`config.mk`:
```
export PLATFORM = sky130hd
export DESIGN_NAME = fetch
export DESIGN_NICKNAME = d
export VERILOG_FILES = /design/src/rtl/fetch_pkg.sv /design/src/rtl/fetch_ibuf.sv /design/src/rtl/fetch.sv
export SDC_FILE = /design/constraint.sdc
export NUM_CORES = 1
export LEC_CHECK = 0
export CAP_MARGIN = 20
export CORE_UTILIZATION = 35
export CTS_CLUSTER_DIAMETER = 100
export DETAILED_ROUTE_END_ITERATION = 6
export GPL_TIMING_DRIVEN = 0
export PLACE_DENSITY = 0.55
export RECOVER_POWER = 50
export SLEW_MARGIN = 20
export SYNTH_ARGS = -nofsm -noshare
export SYNTH_HDL_FRONTEND = slang
export SYNTH_SLANG_ARGS = --single-unit
```
`constraint.sdc`:
```
create_clock -name clk -period 3.1 [get_ports clk]
set_clock_uncertainty 0.15 [all_clocks]
set_input_delay 0.31 -clock clk [delete_from_list [all_inputs] [get_ports clk]]
set_output_delay 0.31 -clock clk [all_outputs]
set_load 0.02 [all_outputs]
```
`src/rtl/fetch_pkg.sv`:
```
// Shared types and constants for the fetch stage.
//   word_t / instr_t  : 64-bit address word and 32-bit instruction word
//   DEFAULT_RESET_PC  : default first fetch address after reset
//   fetch_state_t     : REQ (request on the bus) / HOLD (response parked in buffer)
//   fetch_data_t      : {valid, pc, instr} record handed from fetch to decode
package fetch_pkg;

    // Common types and constants
    typedef logic [63:0] word_t;
    typedef logic [31:0] instr_t;

    localparam word_t DEFAULT_RESET_PC = 64'h8000_0000;
    localparam word_t PC_STEP          = 64'd4;

    // Pipeline types
    typedef enum logic {
        REQ  = 1'b0,
        HOLD = 1'b1
    } fetch_state_t;

    typedef struct packed {
        logic   valid;
        word_t  pc;
        instr_t instr;
    } fetch_data_t;

    // Sequential PC advance; the add wraps modulo 2^64 by construction.
    function automatic word_t next_pc(input word_t pc);
        return pc + PC_STEP;
    endfunction

endpackage

```
`src/rtl/fetch_ibuf.sv`:
```
// One-entry holding register for a fetched {pc, instr} pair that arrived while
// downstream was stalled.
// Ports:
//   clk, reset          clock, synchronous active-low reset
//   load                capture load_pc/load_instr and mark full
//   clear               empty the buffer (wins over load)
//   load_pc, load_instr pair to capture
//   full                buffer holds a pair
//   pc, instr           held pair
module fetch_ibuf
    import fetch_pkg::*;
(
    input  logic        clk,
    input  logic        reset,
    input  logic        load,
    input  logic        clear,
    input  logic [63:0] load_pc,
    input  logic [31:0] load_instr,
    output logic        full,
    output logic [63:0] pc,
    output logic [31:0] instr
);

    logic   full_reg;
    word_t  pc_reg;
    instr_t instr_reg;

    always_ff @(posedge clk) begin
        if (!reset) begin
            full_reg  <= 1'b0;
            pc_reg    <= '0;
            instr_reg <= '0;
        end else if (clear) begin
            // Contents are left in place; only the full flag matters to the reader.
            full_reg  <= 1'b0;
        end else if (load) begin
            full_reg  <= 1'b1;
            pc_reg    <= load_pc;
            instr_reg <= load_instr;
        end
    end

    assign full  = full_reg;
    assign pc    = pc_reg;
    assign instr = instr_reg;

endmodule

```
`src/rtl/fetch.sv`:
```
// Instruction-fetch stage. Owns the PC, keeps at most one instruction-bus
// request outstanding and registers {valid, pc, instr} into dataF for decode.
// Responses arriving during a downstream stall are parked in fetch_ibuf.
// Ports:
//   clk, reset              clock, synchronous active-low reset
//   stopd, stope, stopm     decode / execute / memory stalls
//   branch, branch_pc       one-cycle redirect from execute and its target
//   ireq_valid, ireq_addr   instruction-bus request (address = pc)
//   iresp_data_ok, iresp_data  one-cycle response handshake and instruction word
//   dataF                   registered fetch record for decode
module fetch
    import fetch_pkg::*;
#(
    parameter logic [63:0] RESET_PC = DEFAULT_RESET_PC
) (
    input  logic        clk,
    input  logic        reset,
    input  logic        stopd,
    input  logic        stope,
    input  logic        stopm,
    input  logic        branch,
    input  logic [63:0] branch_pc,
    output logic        ireq_valid,
    output logic [63:0] ireq_addr,
    input  logic        iresp_data_ok,
    input  logic [31:0] iresp_data,
    output fetch_data_t dataF
);

    fetch_state_t state_reg, state_next;
    word_t        pc_reg, pc_next;
    logic         drop_reg, drop_next;
    fetch_data_t  data_reg, data_next;

    logic   stall;
    logic   buf_load, buf_clear;
    logic   buf_full;
    word_t  buf_pc;
    instr_t buf_instr;

    assign stall = stopd | stope | stopm;

    fetch_ibuf u_ibuf (
        .clk        (clk),
        .reset      (reset),
        .load       (buf_load),
        .clear      (buf_clear),
        .load_pc    (pc_reg),
        .load_instr (iresp_data),
        .full       (buf_full),
        .pc         (buf_pc),
        .instr      (buf_instr)
    );

    always_ff @(posedge clk) begin
        if (!reset) begin
            state_reg <= REQ;
            pc_reg    <= RESET_PC;
            drop_reg  <= 1'b0;
            data_reg  <= '0;
        end else begin
            state_reg <= state_next;
            pc_reg    <= pc_next;
            drop_reg  <= drop_next;
            data_reg  <= data_next;
        end
    end

    always_comb begin
        state_next = state_reg;
        pc_next    = pc_reg;
        drop_next  = drop_reg;
        data_next  = data_reg;
        buf_load   = 1'b0;
        buf_clear  = 1'b0;

        if (branch) begin
            // Redirect wins over everything, stalled or not.
            pc_next         = branch_pc;
            buf_clear       = 1'b1;
            data_next.valid = 1'b0;
            state_next      = REQ;
            // A request still in flight (REQ without a handshake this cycle)
            // will answer later with a stale word; mark it for discard. If the
            // handshake lands now, that response is simply ignored and nothing
            // remains outstanding.
            drop_next       = (state_reg == REQ) && !iresp_data_ok;
        end else if (state_reg == REQ && iresp_data_ok && drop_reg) begin
            // Stale response from before a redirect: swallow it and re-issue at pc.
            drop_next = 1'b0;
        end else if (state_reg == REQ && iresp_data_ok && !stall) begin
            data_next.valid = 1'b1;
            data_next.pc    = pc_reg;
            data_next.instr = iresp_data;
            pc_next         = next_pc(pc_reg);
        end else if (state_reg == REQ && iresp_data_ok) begin
            // Downstream is stalled: park the word and stop requesting.
            buf_load   = 1'b1;
            pc_next    = next_pc(pc_reg);
            state_next = HOLD;
        end else if (state_reg == HOLD && !stall) begin
            data_next.valid = buf_full;
            data_next.pc    = buf_pc;
            data_next.instr = buf_instr;
            buf_clear       = 1'b1;
            state_next      = REQ;
        end else if (!stall) begin
            data_next.valid = 1'b0;
        end
    end

    // The request drops during reset so no handshake is started on a PC that
    // is about to be reloaded.
    assign ireq_valid = reset && (state_reg == REQ);
    assign ireq_addr  = pc_reg;
    assign dataF      = data_reg;

endmodule
```
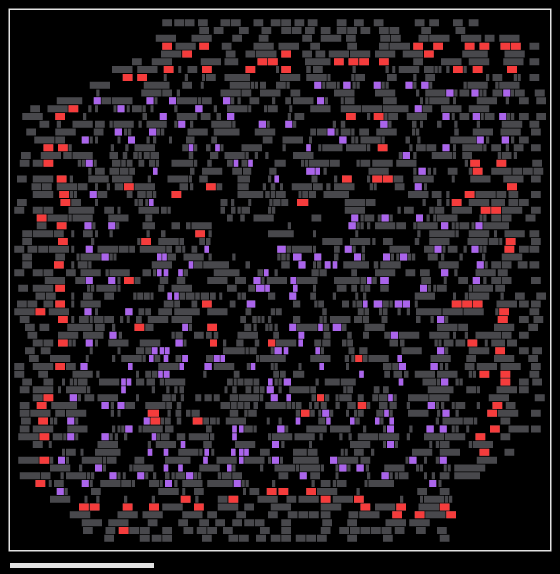
Fig. 1. Logic cells by family (run 1).
The bar under the picture is 50 um long.
colour	family	cells	most used	where
purple	aoi and oai cells	205	a21boi_0	all over the die
red	non-inverting ao/oa cells	119	o211a_1	all over the die

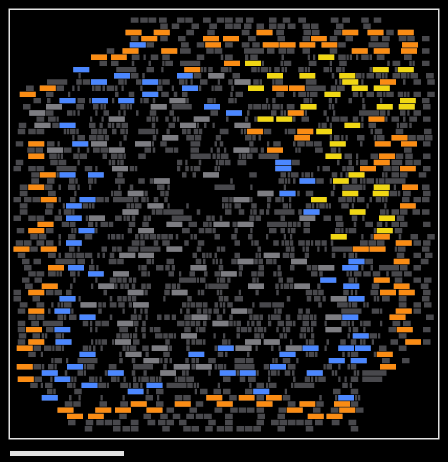
Fig. 2. Where the registers sit (run 1).
The bar under the picture is 50 um long. Other sequential cells in the stronger grey, the rest of the logic in the fainter grey.
colour	signal	placed flops
blue	`u_ibuf.pc`	64
orange	`dataF`	97
yellow	`u_ibuf.instr`	32
not coloured	67

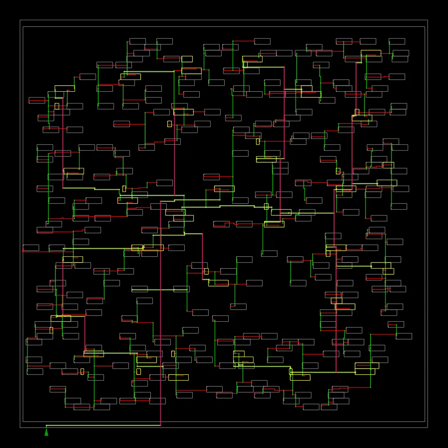
Fig. 3. The clock network (run 1).
clock latency of the later-clocked register in the worst-skew pair: 570 ps
# clock sinks: 260
number of flip-flops and latches: 260
Layout clock buffers: 44

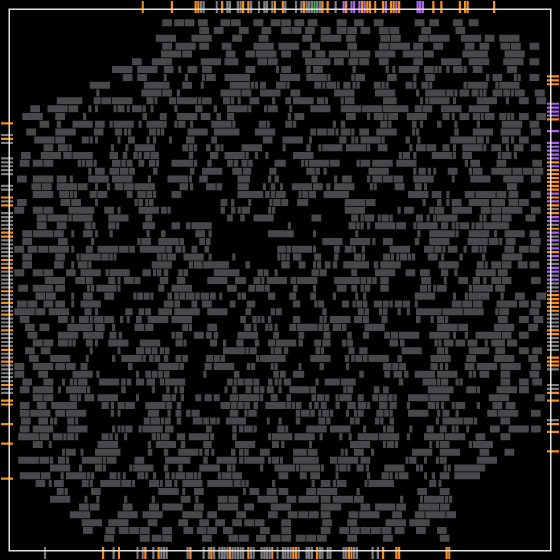
Fig. 4. Ports around the boundary (run 1).
Pins as bars across the die edge, other pins in grey.
colour	port	pins	direction	edge
orange	`dataF`	97	output	31 right, 27 top, 20 left, 19 bottom
purple	`iresp_data`	32	input	22 right, 10 top
green	`stope`	1	input	top
all pins by edge	75 right, 66 left, 65 bottom, 59 top

==> run notes, run 1 <==
The flow ran to the end, and the final reports show no timing, DRC or antenna violations. The worst hold path terminates at ireq_addr[56]$_SDFFE_PN0P_. The run gives 4 for the number of stages on the worst hold path.

Looking at the worst setup and hold paths, the clock pins of their registers show a slew of 60 ps. The fraction of area in multi-input gates was 0.393; the sequential share of cell area was 0.319. The worst-case IR drop observed on VDD is 0.457 mV.

The biggest area consumer among synthesized cells is sky130_fd_sc_hd__dfxtp_1. For the worst reg-to-reg path, the endpoint reported by OpenROAD is dataF[95]$_SDFFE_PN0P_. Hold timing on the final database bottoms out at a slack of 81.9 ps.

The OpenROAD report gives the critical path a required time of 3390 ps. The highest clock rate this design can be run at is 345 MHz. The number of vias after detailed routing came out at 11500. The critical path in this run is classified as reg2reg. The first-pass iteration count of the detailed router was 7.

The kind of end point of the critical path is a register. The top-area cell type share of the netlist area works out to 0.430. Per the layout report, the design carries 383 non-clock buffers. The count of standard-cell rows was 67. The via count of the first global-routing pass was 11100; the wire length per cell after detailed routing was 20.1 um.

Summing all multi-input logic gate instances after layout gives 6410 um2. In this run the vertical extent of the chip is 188 um. The largest part of the power goes to sequential cells. When the netlist entered floorplanning its net count stood at 1499. The run gives 3.63 mW as the sequential group power. The synthesized-area fraction occupied by and/or/nand/nor cells was 0.218; the total setup buffers inserted after CTS was 1.

Grouping non-sequential cells by family puts the most area in simple AND/OR/NAND/NOR gates. With the sum of buffers and inverters on the critical path at 2, the global routing met1 resource utilization is 0.328. The cell class contributing the biggest share of worst-path delay was buffers and inverters. The run gives 5200 um2 as the storage element area.

The measured slew at the worst slew-check pin came out at 1050 ps. Leaving out fill and tap cells, the most frequent cells in the layout are 336 x sky130_fd_sc_hd__nand2_1, 260 x sky130_fd_sc_hd__dfxtp_1, 161 x sky130_fd_sc_hd__dlygate4sd3_1, 109 x sky130_fd_sc_hd__o211a_1. The arithmetic-cell share of the synthesized area counting full adders, half adders and majority gates came out at 0.00103.

TritonCTS built the clock tree. The library cell used most frequently in the layout, excluding fill and tap cells, is sky130_fd_sc_hd__nand2_1. The tools report the critical path startpoint as state_reg$_SDFFE_PP0P_.

The most used flip-flop cell after synthesis is sky130_fd_sc_hd__dfxtp_1. The ratio of cells with drive above 1 in the final layout is 0.0474. Post-synthesis, Yosys gives the total cell area as 12100 um2.

The area fraction in xor and xnor cells is 0.0224. According to the timing report, the critical path is captured at dataF[95]$_SDFFE_PN0P_. Count of multi-input gates: 1002. The number of flip-flops under the largest register name came out at 97.

Per the gpl log, the routability congestion estimate is 0.870. The number of antenna violations at the first check in global routing is 2. The effective utilization at floorplan is 0.359, and the number of placed I/O pins is 265.

The post-layout instance count excluding filler cells was 2160. The flow measured a signed area growth from synthesis to layout of 34.7%. The global route stage reports its total congestion overflow as 0.

The startpoint type of the worst setup path was a register. The maximum level of the CTS H-tree came out at 1. The buffer_ports step reported a buffer count of 262. The headroom to the max-slew limit is 0.293.

Highest-utilization routing layer at the global route stage: met2. Per the CTS log, the root buffer master is sky130_fd_sc_hd__clkbuf_16. The via density per instance is 5.33, and the number of tap instances is 448. Yosys mapped a number of flops with a built-in enable equal to 0. Setup repair after global routing left no endpoint under its margin. The run gives 2760 um for the length of routed met3 wiring. The run gives 3284 for the filler cell count in the final layout. In this run the horizontal extent of the chip is 188 um. The summed instance area of the synthesized netlist was 12100 um2. The highest fanout seen on the critical path is 10, and the share of synthesized registers carrying an async set or reset is 0.

For this design, the CTS-stage hold fixing added 0 buffers.
==> run 2, diff against run 1 <==
- ABC_AREA: not set -> 0
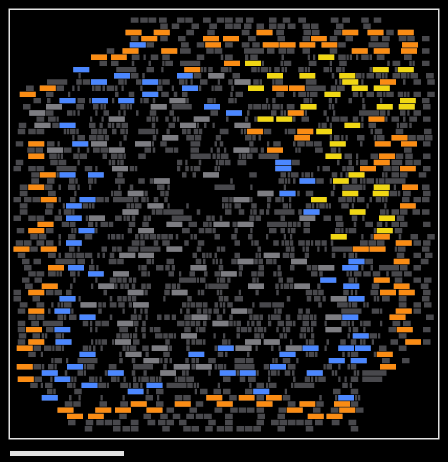
Fig. 5. Where the registers sit (run 2).
The bar under the picture is 50 um long. Other sequential cells in the stronger grey, the rest of the logic in the fainter grey.
colour	signal	placed flops
blue	`u_ibuf.pc`	64
orange	`dataF`	97
yellow	`u_ibuf.instr`	32
not coloured	67

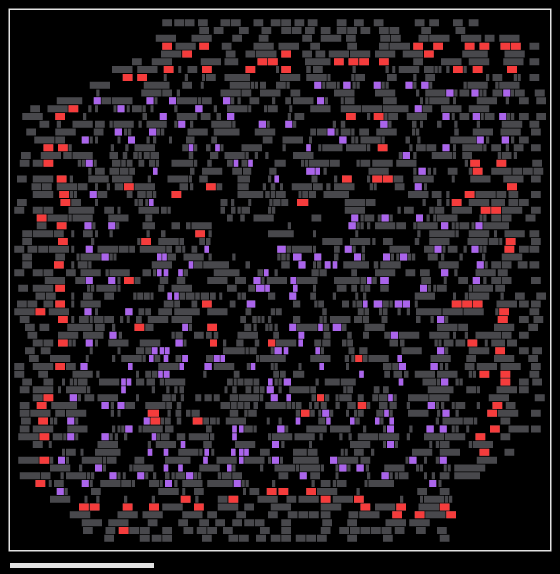
Fig. 6. Logic cells by family (run 2).
The bar under the picture is 50 um long.
colour	family	cells	most used	where
red	non-inverting ao/oa cells	119	o211a_1	all over the die
purple	aoi and oai cells	205	a21boi_0	all over the die

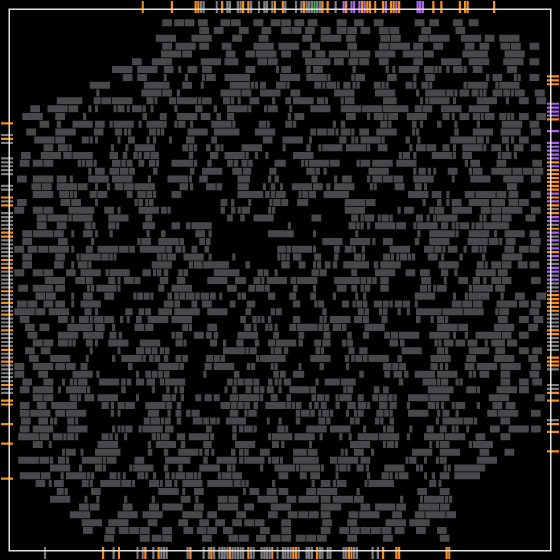
Fig. 7. Ports around the boundary (run 2).
Pins as bars across the die edge, other pins in grey.
colour	port	pins	direction	edge
orange	`dataF`	97	output	31 right, 27 top, 20 left, 19 bottom
green	`stope`	1	input	top
purple	`iresp_data`	32	input	22 right, 10 top

==> run 2 against run 1 <==
Sequential power is essentially flat. Die size is the same. Hold slack did not move. Sequential share of layout area did not move. Via count did not move. Setup slack is the same.
==> run notes, run 2 <==
Number of enable-type register cells in the synthesized netlist: 0 (unchanged). The tools report the number of different library cells in the post-synthesis netlist as 59. The layout has 11 inverters outside the clock class.

STA classifies the critical path endpoint as a register. The number of clock buffers in the layout is 44 (unchanged). The largest family of logic cells by area is simple AND/OR/NAND/NOR gates. In this run the static leakage power is 7.64 nW. The flow ran to the end, and the final reports show no timing, DRC or antenna violations. The run gives 3.63 mW (about the same) as the sequential group power.

Summing over the stages, the warning tally comes to 26. With the switching power share of the total at 0.265, the sequential share of cell area is 0.319 (unchanged). The tools report the total negative slack as 0 ps. In this run the most used layer during global routing was met2.

The run gives 1050 ps (unchanged) for the measured slew at the worst slew-check pin. The run gives 2 (unchanged) for the sum of buffers and inverters on the critical path. The category of the critical setup timing path was reg2reg. The synthesized-area fraction occupied by and/or/nand/nor cells is 0.218 (unchanged), and the placeable core area is 33800 um2. The run gives 4 (unchanged) for the number of stages on the worst hold path.

Note that the worst hold path type here is in2reg. The share of synthesized registers carrying an async set or reset works out to 0 (unchanged). The register clock-pin slew on the reported worst setup and hold paths was 60 ps (about the same). Launch instance of the worst register-to-register path: state_reg$_SDFFE_PP0P_.

After layout, the worst setup slack is 198 ps. The post-synthesis cell count from yosys came out at 1395. The logs give 200 ps for the minimum setup slack among reg-to-reg paths and -744 ps for the minimum setup slack after placement. For the effective utilization at floorplan, the log shows 0.359 (unchanged). Once synthesis finished, the tally of register bits stood at 260. The run gives 0.387 as the global-route met2 utilization.

With the longest individual stage delay on the worst path at 640 ps, the latest clock arrival within the worst-skew pair is 570 ps (about the same). The worst hold path terminates at ireq_addr[56]$_SDFFE_PN0P_. For the total global routing overflow, the log shows 0 (unchanged). The headroom to the max-slew limit is 0.293 (unchanged), and the detailed-route wire length on metal 1 is 20100 um. Once detail routing completed, the nets flagged for antenna violations numbered 0. The number of flip-flops under the largest register name is 97 (unchanged). Per the detail_route log, the uppermost layer with routed signals is met4. The sequential fraction of design power is 0.447. The count of cells along the worst register-to-register path is 6, and the part of the total power dissipated in combinational logic is 0.122. The summed instance area of the synthesized netlist is 12100 um2 (unchanged).

The number of hold-repair buffers added at the cts stage is 0 (unchanged), and the required time of the critical path is 3390 ps (about the same). The total clock sinks came out at 260 (unchanged). The area fraction in xor and xnor cells was 0.0224 (unchanged). For the combinational group, total power comes out at 0.988 mW. For the worst setup path, the data arrival time is 3200 ps. The logs give 11100 (unchanged) for the via count of the first global-routing pass and 2160 (unchanged) for the post-layout instance count excluding filler cells. The footprint of the multi-input gates was 6410 um2 (unchanged); the filler cell count in the final layout was 3284 (unchanged). Overall die height: 188 um (unchanged). By instance count, the leading cell after synthesis is sky130_fd_sc_hd__nand2_1.

The number of placed I/O pins is 265 (unchanged). Post-CTS repair ended up resizing 5 cells. Biggest area consumer among synthesized cells: sky130_fd_sc_hd__dfxtp_1.

The horizontal die dimension works out to 188 um (unchanged). The synthesized netlist net count was 1499 (unchanged); the total count of max-transition violations in the final report was 0. After the last flow step, the layout net total stands at 1792. The via density per instance is 5.33 (unchanged). The antenna cell count was 2; the power density over cell area was 497 nW/um2. The first-pass GRT wire length came out at 65800 um. For the count of standard-cell rows, the log shows 67 (unchanged). The tools report the number of tap instances as 448 (unchanged). The count of input and output buffers came out at 262 (unchanged). Looking at the group totals, the largest power group turns out to be sequential cells. The violation tally from detailed-route iteration zero is 862.

The top cell type in the final layout, fill and taps aside, is sky130_fd_sc_hd__nand2_1. Met3 usage: 0.0414. With the maximum level of the CTS H-tree at 1 (unchanged), the length of routed met3 wiring is 2760 um (unchanged). Per the CTS log, the root buffer master is sky130_fd_sc_hd__clkbuf_16. Yosys stat chip area: 12100 um2 (unchanged). For the clock group, total power comes out at 3.50 mW.

The STA report counts the stages on the worst setup path as 6. Slowest cell on the critical path: sky130_fd_sc_hd__buf_1. The part of the total power dissipated in the clock network is 0.431.

The most critical setup path has its startpoint at state_reg$_SDFFE_PP0P_. The final layout contains routed wiring with a total length of 43400 um. The logs give 32000 um for the HPWL after detailed placement and 345 MHz (unchanged) for the maximum operating frequency. The synthesis report lists the most area-consuming cells as sky130_fd_sc_hd__dfxtp_1 43%, sky130_fd_sc_hd__nand2_1 10%, sky130_fd_sc_hd__o211a_1 9.0%.

Global routing met1 resource utilization: 0.328 (unchanged). Entering global routing, the biggest net connects 15 pins. The worst setup path is launched from a register. Flip-flop and latch count: 260 (unchanged).

The fraction of area in multi-input gates is 0.393 (unchanged), and the routed length on met2 is 19800 um. Grouping stages by cell kind, the critical path spends the most delay in buffers and inverters. For the number of antenna violations at the first check in global routing, the log shows 2 (unchanged). With the number of CTS-inserted buffers at 30, the total setup buffers inserted after CTS is 1 (unchanged). The run gives 0.239 for the total routing resource utilization after global routing. Setup repair after global routing left no endpoint under its margin. The overall power after layout came out at 8.12 mW.

The ratio of cells with drive above 1 in the final layout was 0.0474 (unchanged); the storage element area was 5200 um2 (unchanged). Traced cell by cell, the critical path runs through clkbuf_1 -> nand3b_1 -> buf_1 -> mux2i_1 -> nand2_1 -> o211a_1. The logs give 15300 um2 for the instance area after placement and 2.15 mW for the power dissipated by switching net loads. Maximum vdd drop: 0.457 mV (unchanged). With the portion of the layout cell area used by non-clock buffers at 0.192, the area share of and-or/or-and cells after synthesis is 0.210. For this run, design rule violations remaining after detail routing come to 0. Ranked by total area, the top cell class in this layout is combinational gates. The fraction of the cycle the final worst path needs works out to 0.936. The reg-to-reg endpoint was dataF[95]$_SDFFE_PN0P_. The chip area is 35400 um2, and the number of warnings issued by yosys is 0. After layout, the minimum clock period comes to 2900 ps.

The total of plain and repair buffers excluding clock buffers came out at 383 (unchanged). With the first-pass iteration count of the detailed router at 7 (unchanged), the wire length per cell after detailed routing is 20.1 um (unchanged). The tools report the gate count after technology mapping as 1395. The run gives 11500 (unchanged) as the number of vias after detailed routing. The fraction of the core area covered by cells at the end of the flow came out at 0.483.

The arithmetic-cell share of the synthesized area counting full adders, half adders and majority gates was 0.00103 (unchanged). With the global placement routability congestion at 0.870 (unchanged), the final hold slack is 81.9 ps (unchanged). For this run, the leading register cell type out of synthesis is sky130_fd_sc_hd__dfxtp_1. The run gives 34.7% (unchanged) for the area overhead of the layout relative to synthesis. The internal portion of total power is 5.97 mW. The final report lists the setup-violating endpoint count as 0. The mux share of post-synthesis cell area came out at 0.0744. The library cells used most frequently in the layout, excluding fill and tap cells, are 336 x sky130_fd_sc_hd__nand2_1, 260 x sky130_fd_sc_hd__dfxtp_1, 161 x sky130_fd_sc_hd__dlygate4sd3_1, 109 x sky130_fd_sc_hd__o211a_1. The final non-filler cell area is 16300 um2. The highest fanout seen on the critical path was 10 (unchanged). The source of the worst hold timing path is reset.

TritonCTS built the clock tree. The count of multi-input gates is 1002 (unchanged). The timing endpoint of the critical path is dataF[95]$_SDFFE_PN0P_. With the share of the yosys chip area belonging to registers at 0.430, the max capacitance violation total is 0. The top-area cell type share of the netlist area was 0.430 (unchanged).
Fig. 8: run 2, wiring by layer
Two of the layers only.
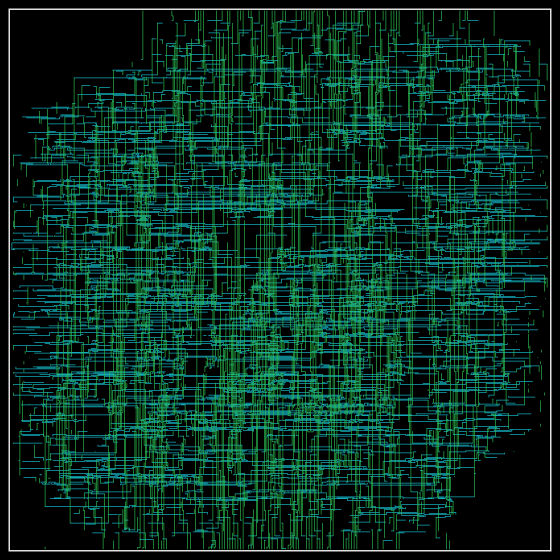

==> run 3, diff against run 2 <==
- SLEW_MARGIN: 20 -> not set
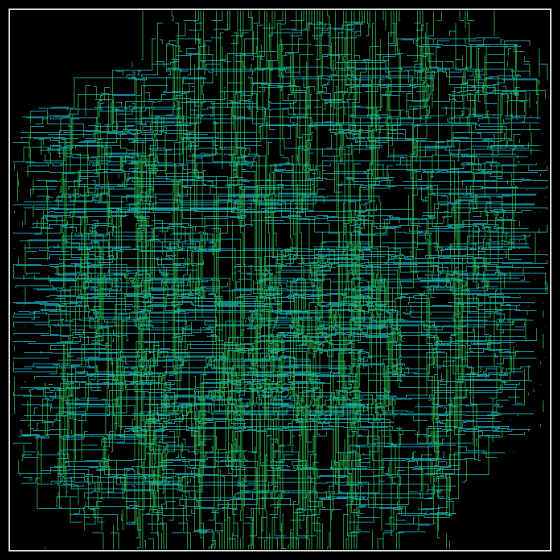
Fig. 9. Wiring by layer (run 3).
Two of the layers only.
colour	layer	wire length
green	M2	19600 um
cyan	M1	20.2 mm

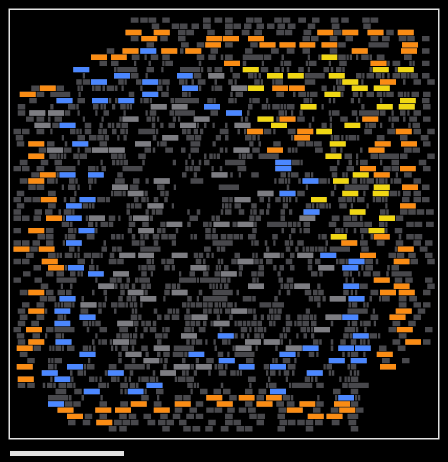
Fig. 10. Where the registers sit (run 3).
The bar under the picture is 50 um long. Other sequential cells in the stronger grey, the rest of the logic in the fainter grey.
colour	signal	placed flops
blue	`u_ibuf.pc`	64
yellow	`u_ibuf.instr`	32
orange	`dataF`	97
not coloured	67

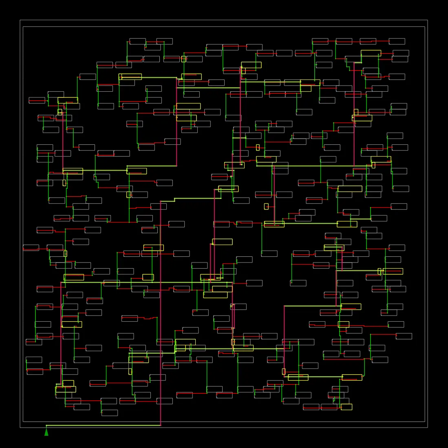
Fig. 11. The clock network (run 3).
number of buffers created by CTS: 30
power consumed by the clock network: 3.67 mW

==> run 3 against run 2 <==
Final area increased by 0.30%. Via count grew 0.76%. Final cell count is 0.28% higher. Global-route usage rose by 0.18 points. Hold slack got worse by 39 ps. First-iteration DRC count grew 5.2%. Utilization rose by 0.14 points. Clock power grew 5%. Sequential cell count did not move. Die size stayed put. Sequential share of layout area shrank 0.095 points. Fmax up 0.48%. Critical path type unchanged. Critical endpoint is now dataF[94]$_SDFFE_PN0P_. Largest power group is now the clock network.
==> run notes, run 3 <==
The flow ran to the end, and the final reports show no timing, DRC or antenna violations. The number of signal-net inverters in the final layout is 11 (unchanged), and the length of routed met3 wiring is 2780 um (+0.73%). Switching power share of the total: 0.261 (-0.00377). Total count of max-transition violations in the final report: 0 (unchanged).

For hold timing, the worst endpoint is ireq_addr[56]$_SDFFE_PN0P_. The commonest register cell is sky130_fd_sc_hd__dfxtp_1. The detailed-route wire length on metal 1 is 20200 um (+0.36%). The tools report the total routing resource utilization after global routing as 0.240 (+0.00184). The total clock sinks came out at 260 (unchanged).

The total number of cells along the worst setup path works out to 7 (+1). STA classifies the critical path startpoint as a register. The sequential group power is 3.63 mW (about the same), and the number of clock buffers in the layout is 46 (+4.5%). The met3 usage is 0.0410 (-0.000374). The cell with the most instances after synthesis is sky130_fd_sc_hd__nand2_1. The library cell used most frequently in the layout, excluding fill and tap cells, is sky130_fd_sc_hd__nand2_1.

With the synthesized flop and latch total at 260 (unchanged), the area share of and-or/or-and cells after synthesis is 0.210 (unchanged). HPWL after detailed placement: 32000 um (about the same). The placeable core area is 33800 um2 (unchanged). The logs give 12100 um2 (unchanged) for the yosys stat chip area and 560 ps (about the same) for the latest clock arrival within the worst-skew pair. The largest family of logic cells by area was simple AND/OR/NAND/NOR gates. The tools report the gate count after technology mapping as 1395 (unchanged).

The number of stages on the worst hold path is 4 (unchanged). For the number of setup violations in the final report, the log shows 0 (unchanged). The required time of the critical path is 3400 ps (about the same).

The ratio of cells with drive above 1 in the final layout is 0.0454 (-0.00194). The worst setup path is captured at a register. The main area contributors are sky130_fd_sc_hd__dfxtp_1 43%, sky130_fd_sc_hd__nand2_1 10%, sky130_fd_sc_hd__o211a_1 9.0%. For the final hold slack, the log shows 43.2 ps (-38.7 ps). Footprint of the multi-input gates: 6380 um2 (-0.39%). With the fraction of area in multi-input gates at 0.390 (-0.00270), the number of DRC violations after detailed routing is 0 (unchanged). The detailed-route wire length came out at 43600 um (+0.35%). The run gives 1499 (unchanged) for the synthesized netlist net count. For this design, the slowest cell found on the critical path is sky130_fd_sc_hd__nand3b_1. The number of different library cells in the post-synthesis netlist came out at 59 (unchanged). The total global routing overflow is 0 (unchanged).

For the number of vias after detailed routing, the log shows 11600 (+0.76%). The run gives 210 ps (about the same) for the minimum setup slack among reg-to-reg paths. The instance area after placement came out at 15300 um2 (about the same).

The area fraction in xor and xnor cells works out to 0.0224 (unchanged). Note that the worst hold path type here is in2reg. The number of antenna violations at the first check in global routing is 2 (unchanged). The tools report the global-route met2 utilization as 0.384 (-0.00355). The count of cells along the worst register-to-register path is 7 (+1). The portion of the layout cell area used by non-clock buffers was 0.193 (+0.00149). The overall die height was 188 um (unchanged); the overall power after layout was 8.28 mW (+2.0%).

Cell class contributing the biggest share of worst-path delay: buffers and inverters. For the power in combinational cells, the log shows 0.986 mW (about the same). For the pin count of the biggest net entering global routing, the log shows 15 (unchanged). The part of the total power dissipated in the clock network came out at 0.443 (+0.012).

The run gives 3308 (+0.73%) for the filler cell count in the final layout. The first-pass iteration count of the detailed router was 5 (-2); the measured slew at the worst slew-check pin was 1110 ps (+63.6 ps). The run gives 1 (-1) as the antenna cell count.

The count of input and output buffers came out at 262 (unchanged). Critical path arrival: 3190 ps (about the same). TritonCTS built the clock tree. The run gives 6.12 mW (+2.5%) as the internal portion of total power. Counting instances in the post-synthesis netlist gives the leading cell types as 336 x sky130_fd_sc_hd__nand2_1, 260 x sky130_fd_sc_hd__dfxtp_1, 109 x sky130_fd_sc_hd__o211a_1.

The highest-utilization routing layer at the global route stage was met2. With the wire length per cell after detailed routing at 20.1 um (about the same), the number of enable-type register cells in the synthesized netlist is 0 (unchanged). The biggest area consumer among synthesized cells is sky130_fd_sc_hd__dfxtp_1. The register clock-pin slew on the reported worst setup and hold paths was 60 ps (about the same); the count of multi-input gates was 1002 (unchanged).

Headroom to the max-slew limit: 0.257 (-0.0359). According to the timing report, the critical path is captured at dataF[94]$_SDFFE_PN0P_. Total of plain and repair buffers excluding clock buffers: 389 (+1.6%). The number of warnings issued by yosys was 0 (unchanged); the number of hold-repair buffers added at the cts stage was 0 (unchanged). The sum of buffers and inverters on the critical path was 3 (+1).

The count of standard-cell rows is 67 (unchanged). The power density over cell area was 506 nW/um2 (+1.7%). The routed length on met2 is 19600 um (-0.84%), and the area overhead of the layout relative to synthesis is 35.1%. For the final worst slack, the log shows 211 ps (+13.9 ps).

The class occupying the most area after layout is reported as combinational gates. The post-layout instance count excluding filler cells came out at 2166 (+0.28%). Number of tap instances: 448 (unchanged). The run gives 0.398 mV (-13%) as the maximum vdd drop. The clock tree root driver cell was sky130_fd_sc_hd__clkbuf_16. The logs give -769 ps (-25.3 ps) for the minimum setup slack after placement and 260 (unchanged) for the flip-flop and latch count.

The tools report the sequential fraction of design power as 0.438 (-0.009). The reported leakage power is 7.67 nW (+0.32%), and the fraction of the cycle the final worst path needs is 0.932 (-0.00448). The total negative slack is 0 ps (unchanged). Tracing the worst setup path back leads to its startpoint at state_reg$_SDFFE_PP0P_. For the remaining antenna violation count, the log shows 0 (unchanged). The top layer reached by signal wires was met4.

The run gives 12100 um2 (unchanged) for the summed instance area of the synthesized netlist. The run gives 6 (+1) as the cell resize tally after clock tree synthesis. After synthesis, the mean cell area works out to 8.68 um2. The final non-filler cell area is 16400 um2 (+0.30%), and the mux share of post-synthesis cell area is 0.0744 (unchanged).

The tools report the effective utilization at floorplan as 0.359 (unchanged). The run gives 0.430 (unchanged) for the top-area cell type share of the netlist area. The run gives 11100 (-0.036%) for the via count of the first global-routing pass. The run gives 1 (unchanged) for the maximum level of the CTS H-tree. Per the cell usage report, the commonest logic cells after layout are 336 x sky130_fd_sc_hd__nand2_1, 260 x sky130_fd_sc_hd__dfxtp_1, 161 x sky130_fd_sc_hd__dlygate4sd3_1, 109 x sky130_fd_sc_hd__o211a_1, 106 x sky130_fd_sc_hd__clkbuf_1. Storage element area: 5200 um2 (unchanged). The time the worst path needs with I/O delays and setup was 2890 ps (-13.9 ps); the global routing met1 resource utilization was 0.333 (+0.00553). The run gives 907 (+5.2%) for the violation tally from detailed-route iteration zero. The critical path goes through clkbuf_1 -> nand3b_1 -> buf_2 -> buf_2 -> mux2i_1 -> nand2_1 -> o211a_1. The sequential share of cell area is 0.318 (-0.000951). Setup repair after global routing left no endpoint under its margin.

The horizontal die dimension is 188 um (unchanged). Number of flip-flops under the largest register name: 97 (unchanged). With the max capacitance violation total at 0 (unchanged), the global placement routability congestion is 0.870 (unchanged). The run gives 0.00103 (unchanged) for the arithmetic-cell share of the synthesized area counting full adders, half adders and majority gates. The run gives 1798 (+0.33%) for the final-stage net count. The run gives 3 (+2) as the total setup buffers inserted after CTS. In this run the critical register-to-register path is captured at dataF[94]$_SDFFE_PN0P_.

With the via density per instance at 5.35 (+0.49%), the power dissipated by switching net loads is 2.16 mW (+0.54%). The share of synthesized registers carrying an async set or reset is 0 (unchanged), and the number of warning messages in the logs is 26 (unchanged). The highest-power group was the clock network. The highest fanout seen on the critical path works out to 10 (unchanged). First-pass GRT wire length: 66200 um (+0.59%).
Power figures rest on the tool's default switching activity, not on a simulated workload.
